==> images/ff_map.png <==
Other sequential cells in the stronger grey, the rest of the logic in the fainter grey.
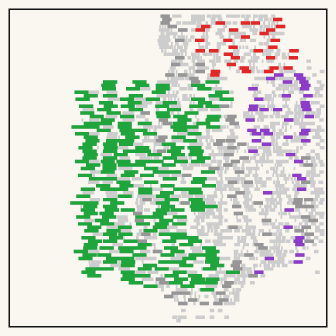
==> images/m2.png <==
Cells faint in the background.
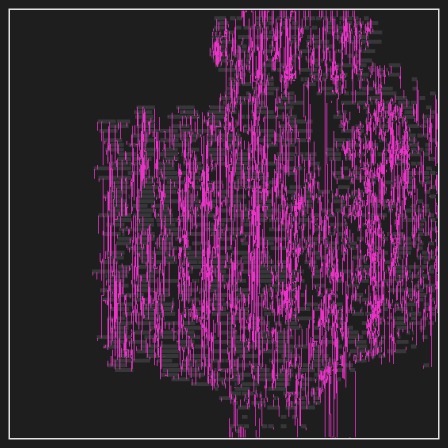
==> images/placed.png <==
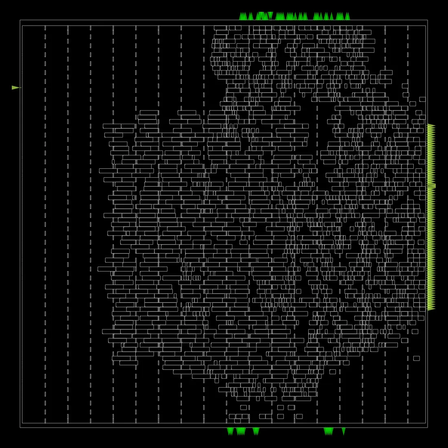
### config.mk
export PLATFORM = sky130hd
export DESIGN_NAME = ddr_latency_meter_flat
export DESIGN_NICKNAME = d
export VERILOG_FILES = /design/src/rtl/ddr_latency_meter_if.sv /design/src/rtl/ddr_latency_meter.sv /design/src/flat_wrapper.sv
export SDC_FILE = /design/constraint.sdc
export NUM_CORES = 1
export LEC_CHECK = 0
export CORE_UTILIZATION = 31
export DETAILED_ROUTE_END_ITERATION = 6
export GPL_ROUTABILITY_DRIVEN = 0
export MAX_ROUTING_LAYER = met4
export PLACE_DENSITY = 0.6
export SYNTH_ARGS = -nofsm -noshare
export SYNTH_HDL_FRONTEND = slang
export SYNTH_SLANG_ARGS = --single-unit
export TNS_END_PERCENT = 1
### constraint.sdc
create_clock -name clk -period 9.32 [get_ports clk]
set_clock_uncertainty 0.05 [all_clocks]
set_input_delay 1.864 -clock clk [delete_from_list [all_inputs] [get_ports clk]]
set_output_delay 1.864 -clock clk [all_outputs]
set_load 0.005 [all_outputs]
### src/rtl/ddr_latency_meter_if.sv
// Control and statistics bundle between the test controller and ddr_latency_meter.
// The controller drives the pulses and request/response strobes; the meter drives the statistics.
interface ddr_latency_meter_if #(
    parameter int DEPTH = 16,
    parameter int TW    = 16,
    parameter int CW    = 32,
    parameter int SW    = 48
);
    localparam int OW = $clog2(DEPTH) + 1;

    logic          start;
    logic          stop;
    logic          req_valid;
    logic          resp_valid;
    logic          busy;
    logic [OW-1:0] outstanding;
    logic [TW-1:0] last_lat;
    logic          last_valid;
    logic [TW-1:0] lat_min;
    logic [TW-1:0] lat_max;
    logic [SW-1:0] lat_sum;
    logic [CW-1:0] lat_cnt;
    logic          ovf;
    logic          unf;

    modport master (
        output start, stop, req_valid, resp_valid,
        input  busy, outstanding, last_lat, last_valid,
        input  lat_min, lat_max, lat_sum, lat_cnt, ovf, unf
    );

    modport slave (
        input  start, stop, req_valid, resp_valid,
        output busy, outstanding, last_lat, last_valid,
        output lat_min, lat_max, lat_sum, lat_cnt, ovf, unf
    );
endinterface

### src/rtl/ddr_latency_meter.sv
// Round-trip latency meter: timestamps each request into an in-order FIFO and
// matches it against the next response, accumulating min/max/sum/count statistics.
module ddr_latency_meter #(
    parameter int DEPTH = 16,
    parameter int TW    = 16,
    parameter int CW    = 32,
    parameter int SW    = 48
) (
    input logic               clk,
    input logic               rstn,
    ddr_latency_meter_if.slave bus
);
    localparam int AW = $clog2(DEPTH);
    localparam int OW = AW + 1;

    typedef enum logic [1:0] {
        ST_IDLE  = 2'd0,
        ST_RUN   = 2'd1,
        ST_DRAIN = 2'd2
    } state_t;

    state_t        state_r;
    state_t        state_nx_s;

    logic [TW-1:0] ts_r;
    logic [TW-1:0] mem_r [DEPTH];
    logic [AW-1:0] wr_ptr_r;
    logic [AW-1:0] rd_ptr_r;
    logic [OW-1:0] count_r;

    logic          busy_r;
    logic          last_valid_r;
    logic          ovf_r;
    logic          unf_r;
    logic [TW-1:0] last_lat_r;
    logic [TW-1:0] lat_min_r;
    logic [TW-1:0] lat_max_r;
    logic [SW-1:0] lat_sum_r;
    logic [CW-1:0] lat_cnt_r;

    logic          accept_req_s;
    logic          accept_resp_s;
    logic          empty_s;
    logic          full_s;
    logic          push_s;
    logic          pop_s;
    logic          ovf_set_s;
    logic          unf_set_s;
    logic [TW-1:0] lat_s;
    logic [SW:0]   sum_ext_s;
    logic [SW-1:0] sum_sat_s;

    assign empty_s = (count_r == {OW{1'b0}});
    assign full_s  = (count_r == OW'(DEPTH));

    // A pop in the same cycle frees a slot, so a push into a full FIFO still succeeds.
    assign pop_s     = accept_resp_s & bus.resp_valid & ~empty_s;
    assign push_s    = accept_req_s & bus.req_valid & (~full_s | pop_s);
    assign ovf_set_s = accept_req_s & bus.req_valid & full_s & ~pop_s;
    assign unf_set_s = accept_resp_s & bus.resp_valid & empty_s;

    // Modular subtraction makes wrapped timestamps come out right.
    assign lat_s = ts_r - mem_r[rd_ptr_r];

    // FSM state register
    always_ff @(posedge clk) begin
        if (!rstn) begin
            state_r <= ST_IDLE;
        end else begin
            state_r <= state_nx_s;
        end
    end

    // FSM next-state logic; start overrides everything including stop
    always_comb begin
        state_nx_s = state_r;
        if (bus.start) begin
            state_nx_s = ST_RUN;
        end else begin
            case (state_r)
                ST_IDLE:  state_nx_s = ST_IDLE;
                ST_RUN:   state_nx_s = bus.stop ? ST_DRAIN : ST_RUN;
                ST_DRAIN: state_nx_s = empty_s ? ST_IDLE : ST_DRAIN;
                default:  state_nx_s = ST_IDLE;
            endcase
        end
    end

    // FSM outputs: which strobes are honoured this cycle
    always_comb begin
        accept_req_s  = 1'b0;
        accept_resp_s = 1'b0;
        case (state_r)
            ST_RUN: begin
                accept_req_s  = ~bus.start;
                accept_resp_s = ~bus.start;
            end
            ST_DRAIN: begin
                accept_req_s  = 1'b0;
                accept_resp_s = ~bus.start;
            end
            default: begin
                accept_req_s  = 1'b0;
                accept_resp_s = 1'b0;
            end
        endcase
    end

    // Saturating latency-sum adder
    always_comb begin
        sum_ext_s = {1'b0, lat_sum_r} + (SW + 1)'(lat_s);
        if (sum_ext_s[SW]) begin
            sum_sat_s = {SW{1'b1}};
        end else begin
            sum_sat_s = sum_ext_s[SW-1:0];
        end
    end

    // Free-running timestamp counter
    always_ff @(posedge clk) begin
        if (!rstn) begin
            ts_r <= {TW{1'b0}};
        end else begin
            ts_r <= ts_r + TW'(1);
        end
    end

    // Timestamp storage; contents are don't-care until written
    always_ff @(posedge clk) begin
        if (push_s) begin
            mem_r[wr_ptr_r] <= ts_r;
        end
    end

    // FIFO pointers and occupancy; start flushes
    always_ff @(posedge clk) begin
        if (!rstn || bus.start) begin
            wr_ptr_r <= {AW{1'b0}};
            rd_ptr_r <= {AW{1'b0}};
            count_r  <= {OW{1'b0}};
        end else begin
            if (push_s) begin
                wr_ptr_r <= wr_ptr_r + AW'(1);
            end
            if (pop_s) begin
                rd_ptr_r <= rd_ptr_r + AW'(1);
            end
            case ({push_s, pop_s})
                2'b10:   count_r <= count_r + OW'(1);
                2'b01:   count_r <= count_r - OW'(1);
                default: count_r <= count_r;
            endcase
        end
    end

    // Busy flag tracks the state being entered
    always_ff @(posedge clk) begin
        if (!rstn) begin
            busy_r <= 1'b0;
        end else begin
            busy_r <= (state_nx_s != ST_IDLE);
        end
    end

    // Latency statistics
    always_ff @(posedge clk) begin
        if (!rstn) begin
            last_lat_r   <= {TW{1'b0}};
            last_valid_r <= 1'b0;
            lat_min_r    <= {TW{1'b1}};
            lat_max_r    <= {TW{1'b0}};
            lat_sum_r    <= {SW{1'b0}};
            lat_cnt_r    <= {CW{1'b0}};
        end else if (bus.start) begin
            last_valid_r <= 1'b0;
            lat_min_r    <= {TW{1'b1}};
            lat_max_r    <= {TW{1'b0}};
            lat_sum_r    <= {SW{1'b0}};
            lat_cnt_r    <= {CW{1'b0}};
        end else if (pop_s) begin
            last_lat_r   <= lat_s;
            last_valid_r <= 1'b1;
            lat_sum_r    <= sum_sat_s;
            if (lat_cnt_r != {CW{1'b1}}) begin
                lat_cnt_r <= lat_cnt_r + CW'(1);
            end
            if (lat_s < lat_min_r) begin
                lat_min_r <= lat_s;
            end
            if (lat_s > lat_max_r) begin
                lat_max_r <= lat_s;
            end
        end else begin
            last_valid_r <= 1'b0;
        end
    end

    // Sticky overflow/underflow flags
    always_ff @(posedge clk) begin
        if (!rstn || bus.start) begin
            ovf_r <= 1'b0;
            unf_r <= 1'b0;
        end else begin
            ovf_r <= ovf_r | ovf_set_s;
            unf_r <= unf_r | unf_set_s;
        end
    end

    assign bus.busy        = busy_r;
    assign bus.outstanding = count_r;
    assign bus.last_lat    = last_lat_r;
    assign bus.last_valid  = last_valid_r;
    assign bus.lat_min     = lat_min_r;
    assign bus.lat_max     = lat_max_r;
    assign bus.lat_sum     = lat_sum_r;
    assign bus.lat_cnt     = lat_cnt_r;
    assign bus.ovf         = ovf_r;
    assign bus.unf         = unf_r;
endmodule

### src/flat_wrapper.sv
// flat-port wrapper written by rule: the top's interface ports become plain ports
module ddr_latency_meter_flat 
#(
    parameter int DEPTH = 16,
    parameter int TW    = 16,
    parameter int CW    = 32,
    parameter int SW    = 48
)
  (clk, rstn, bus_start, bus_stop, bus_req_valid, bus_resp_valid, bus_busy, bus_outstanding, bus_last_lat, bus_last_valid, bus_lat_min, bus_lat_max, bus_lat_sum, bus_lat_cnt, bus_ovf, bus_unf);
  ddr_latency_meter_if #(.DEPTH(DEPTH), .TW(TW), .CW(CW), .SW(SW)) bus_i ();
  input logic clk;
  input logic rstn;
  input wire logic [$bits(bus_i.start)-1:0] bus_start;
  input wire logic [$bits(bus_i.stop)-1:0] bus_stop;
  input wire logic [$bits(bus_i.req_valid)-1:0] bus_req_valid;
  input wire logic [$bits(bus_i.resp_valid)-1:0] bus_resp_valid;
  output wire logic [$bits(bus_i.busy)-1:0] bus_busy;
  output wire logic [$bits(bus_i.outstanding)-1:0] bus_outstanding;
  output wire logic [$bits(bus_i.last_lat)-1:0] bus_last_lat;
  output wire logic [$bits(bus_i.last_valid)-1:0] bus_last_valid;
  output wire logic [$bits(bus_i.lat_min)-1:0] bus_lat_min;
  output wire logic [$bits(bus_i.lat_max)-1:0] bus_lat_max;
  output wire logic [$bits(bus_i.lat_sum)-1:0] bus_lat_sum;
  output wire logic [$bits(bus_i.lat_cnt)-1:0] bus_lat_cnt;
  output wire logic [$bits(bus_i.ovf)-1:0] bus_ovf;
  output wire logic [$bits(bus_i.unf)-1:0] bus_unf;
  assign bus_i.start = bus_start;
  assign bus_i.stop = bus_stop;
  assign bus_i.req_valid = bus_req_valid;
  assign bus_i.resp_valid = bus_resp_valid;
  assign bus_busy = bus_i.busy;
  assign bus_outstanding = bus_i.outstanding;
  assign bus_last_lat = bus_i.last_lat;
  assign bus_last_valid = bus_i.last_valid;
  assign bus_lat_min = bus_i.lat_min;
  assign bus_lat_max = bus_i.lat_max;
  assign bus_lat_sum = bus_i.lat_sum;
  assign bus_lat_cnt = bus_i.lat_cnt;
  assign bus_ovf = bus_i.ovf;
  assign bus_unf = bus_i.unf;
  ddr_latency_meter #(.DEPTH(DEPTH), .TW(TW), .CW(CW), .SW(SW)) u_core (.clk(clk), .rstn(rstn), .bus(bus_i));
endmodule
==> impl_metrics.csv <==
group,metric,value,unit
drt,wl_per_cell,19.6,um
final_timing,post-route-min-period,6.76,ns
clock_tree,cts_hold_buf,0,
final_timing,whs,0.413,ns
yosys,xor_share,0.0410,
clock_tree,cts_tree,"built",
grt,track_usage,0.159,
yosys,largest_area_cell,"edfxtp_1",
run,warnings,30,
yosys,netlist_top_cells_area,"edfxtp_1 41%, dfxtp_1 18%, mux4_2 9.5%",
setup_path,cp.arrival,7.18,ns
hold_path,hp-class,"register to register",
pwr,peakVddDrop,0.0974,mV
yosys,yosys_warnings,0,
run_status,status,"finished, final reports clean",
grt,grt_pass1_vias,12100,
die,die_width,248,um
clock_tree,cts_buffers,43,
finish,final_net_count,1712,
yosys,synth-seq-area-share,0.587,
yosys,mux_share,0.106,
hold_path,min_from,"u_core.bus.last_lat[9]",
yosys,synth_async_sr_flop_share,0,
finish,mostFrequentLayoutCells,"256 x edfxtp_1, 165 x dfxtp_1, 142 x clkdlybuf4s50_1",
final_timing,finalHoldViolCount,0,
grt,gr-total-overflow,0,
die,die_area,61600,um2
drt,drt_first_pass_iters,5,
yosys,ys_area,18800,um2
yosys,syn_nets,1548,
drt,viasPerCell,5.16,
setup_path,rr_endpoint,"u_core.bus.lat_sum[23]",
yosys,synthSimpleGateAreaFrac,0.0994,
yosys,ys_ff,423,
drt,wl,47700,um
yosys,ys_types,69,
setup_path,path_buffers,2,
clock_tree,post_cts_resized,0,
die,ios,143,
setup_path,crit_path_top_delay_cell,"dfxtp_4",
yosys,edf_count,256,
pwr,p_leak,7.85,nW
yosys,top_logic_kind,"multiplexers",
yosys,synthAoiAreaFrac,0.0879,
clock_tree,clockRootBuffer,"clkbuf_16",
run,max_cap_violations,0,
drt,drc,0,
final_timing,tightest_slew,1.05,ns
setup_path,max_stage_delay,0.89,ns
clock_tree,cts-htree-levels,2,
clock_tree,cts.sinks,423,
setup_path,crit_type,"register to register",
pwr,power.density,168,nW/um2
yosys,synth_area,18800,um2
final_timing,final_max_slew_viol_count,0,
die,rows,89,
final_timing,setup_viol,0,
finish,syn2layout_area_growth,20.8,%
setup_path,worstSetupStartpointType,"register",
drt,dr.first_iter.drc_count,829,
yosys,postSynthAreaPerCell,12.8,um2
setup_path,r2r_cells,18,
grt,antenna_found_initial,0,
setup_path,cp-end-kind,"register",
final_timing,fin_crit_sh,0.725,
die,die_h,248,um
finish,lay_top_count,"edfxtp_1",
final_timing,rsz0062_at_grt,"no",
finish,drive_above_1_share,0.120,
finish,fill_cells,5607,
placement,hpwl,31400,um
setup_path,crit_fanout,41,
yosys,fa_ha_area_frac,0.0524,
setup_path,path_delay_family,"AND-OR/OR-AND gates",
hold_path,hold_path_depth,2,
yosys,yosys_most_used_dff,"edfxtp_1",
About ff_map.png:
Key: u_core.mem_r = green [placed flops 256]; u_core.bus.lat_cnt = red [placed flops 32, where upper right]; u_core.bus.lat_sum = purple [placed flops 48]
Another 87 sequential cells are not coloured.

About m2.png:
1469 nets have wire on it. The layer carries 22.9 mm of wire. The wires run mostly vertical. The layer holds 48% of the routed length. The longest straight run is 79.2 um.

About placed.png:
# Taps: 773
Core Box Area: 59500 um2

[cell usage after synthesis (23+ instances only)]
cell type and n:
nand3_1 42, inv_1 77, a21oi_1 93, o21ai_0 57, dfxtp_1 167, a211oi_1 23, xor2_1 54, xnor2_1 34
ha_1 74, mux4_2 79, nand2_1 85, nor2_1 134, edfxtp_1 256, clkbuf_1 38
[registers in the layout (all words and copies together), names as in the netlist, named ones only]
signal                  cells
u_core.state_r              2
u_core.bus.lat_sum         48
u_core.bus.lat_min         16
u_core.bus.lat_max         16
u_core.bus.last_lat        16
u_core.bus.outstanding      5
u_core.bus.ovf              1
u_core.bus.busy             1
u_core.rd_ptr_r             4
u_core.mem_r              256
u_core.bus.last_valid       1
u_core.bus.lat_cnt         32
u_core.wr_ptr_r             4
u_core.ts_r                16
u_core.bus.unf              1
[worst register-to-register path, stage by stage (launching register included)]
cell	delay [ns]
dfxtp_4	0.89
mux4_2	0.64
mux4_2	0.47
inv_1	0.07
ha_1	0.28
a211oi_1	0.27
o21ai_0	0.22
a2111oi_0	0.69
nor2_1	0.17
a21oi_1	0.20
xor2_1	0.27
inv_1	0.13
ha_1	0.38
o21ai_0	0.11
a21oi_1	0.33
o211a_1	0.46
a21o_1	0.39
nand2_2	0.34
a211oi_1	0.31
[cell type report]
class / count / share of cell area
clock buffers: 61 / 0.0549
clock inverters: 18 / 0.00882
inverters: 77 / 0.0127
multi-input cells: 911 / 0.322
flip-flops and latches: 423 / 0.486
well taps: 773 / 0.0426
repair buffers: 173 / 0.0728
[cell families after synthesis]
group,count (synthesis)
xor+xnor,88
compound gates,261
buf+inv,131
mux,100
simple gates,385
flops,423
fa+ha+maj,77
[metrics by stage]
step / cells / utilization / cell area, um2
2_1_floorplan: 1465 / - / 18800
3_3_place_gp: 2357 / 0.357 / 21300
3_5_place_dp: 2357 / 0.357 / 21300
4_1_cts: 2436 / 0.382 / 22700
5_1_grt: 2436 / 0.382 / 22700
6_report: 2436 / 0.382 / 22700
[power by group]
group / leakage (nW) / internal (W) / switching, W
combinational: 3.42 / 0.0000275 / 0.0000519
sequential: 3.71 / 0.00197 / 0.00000741
clock: 0.714 / 0.00105 / 0.000719
[worst max path at each step]
stage | from | endpoint | depth (start not counted)
2_1_floorplan | register | u_core.bus.lat_sum[39] | 20
3_3_place_gp | register | u_core.bus.lat_max[15] | 20
3_5_place_dp | register | u_core.bus.lat_max[12] | 20
4_1_cts | register | u_core.bus.lat_sum[23] | 17
5_1_grt | register | u_core.bus.lat_sum[47] | 18
6_report | register | u_core.bus.lat_sum[23] | 18
[layer usage]
| layer | part of all wire | up-vias | GRT usage | wire [um] |
|---|---|---|---|---|
| li1 | - | 5851 | - | - |
| met1 | 0.45 | 6313 | 0.211 | 21400 |
| met2 | 0.48 | 349 | 0.256 | 22900 |
| met3 | 0.054 | 48 | 0.0199 | 2590 |
| met4 | 0.016 | 0 | 0.0380 | 758 |
| met5 | 0 | - | - | 0 |
No activity file was given, so power comes from the tool's default toggle rates.
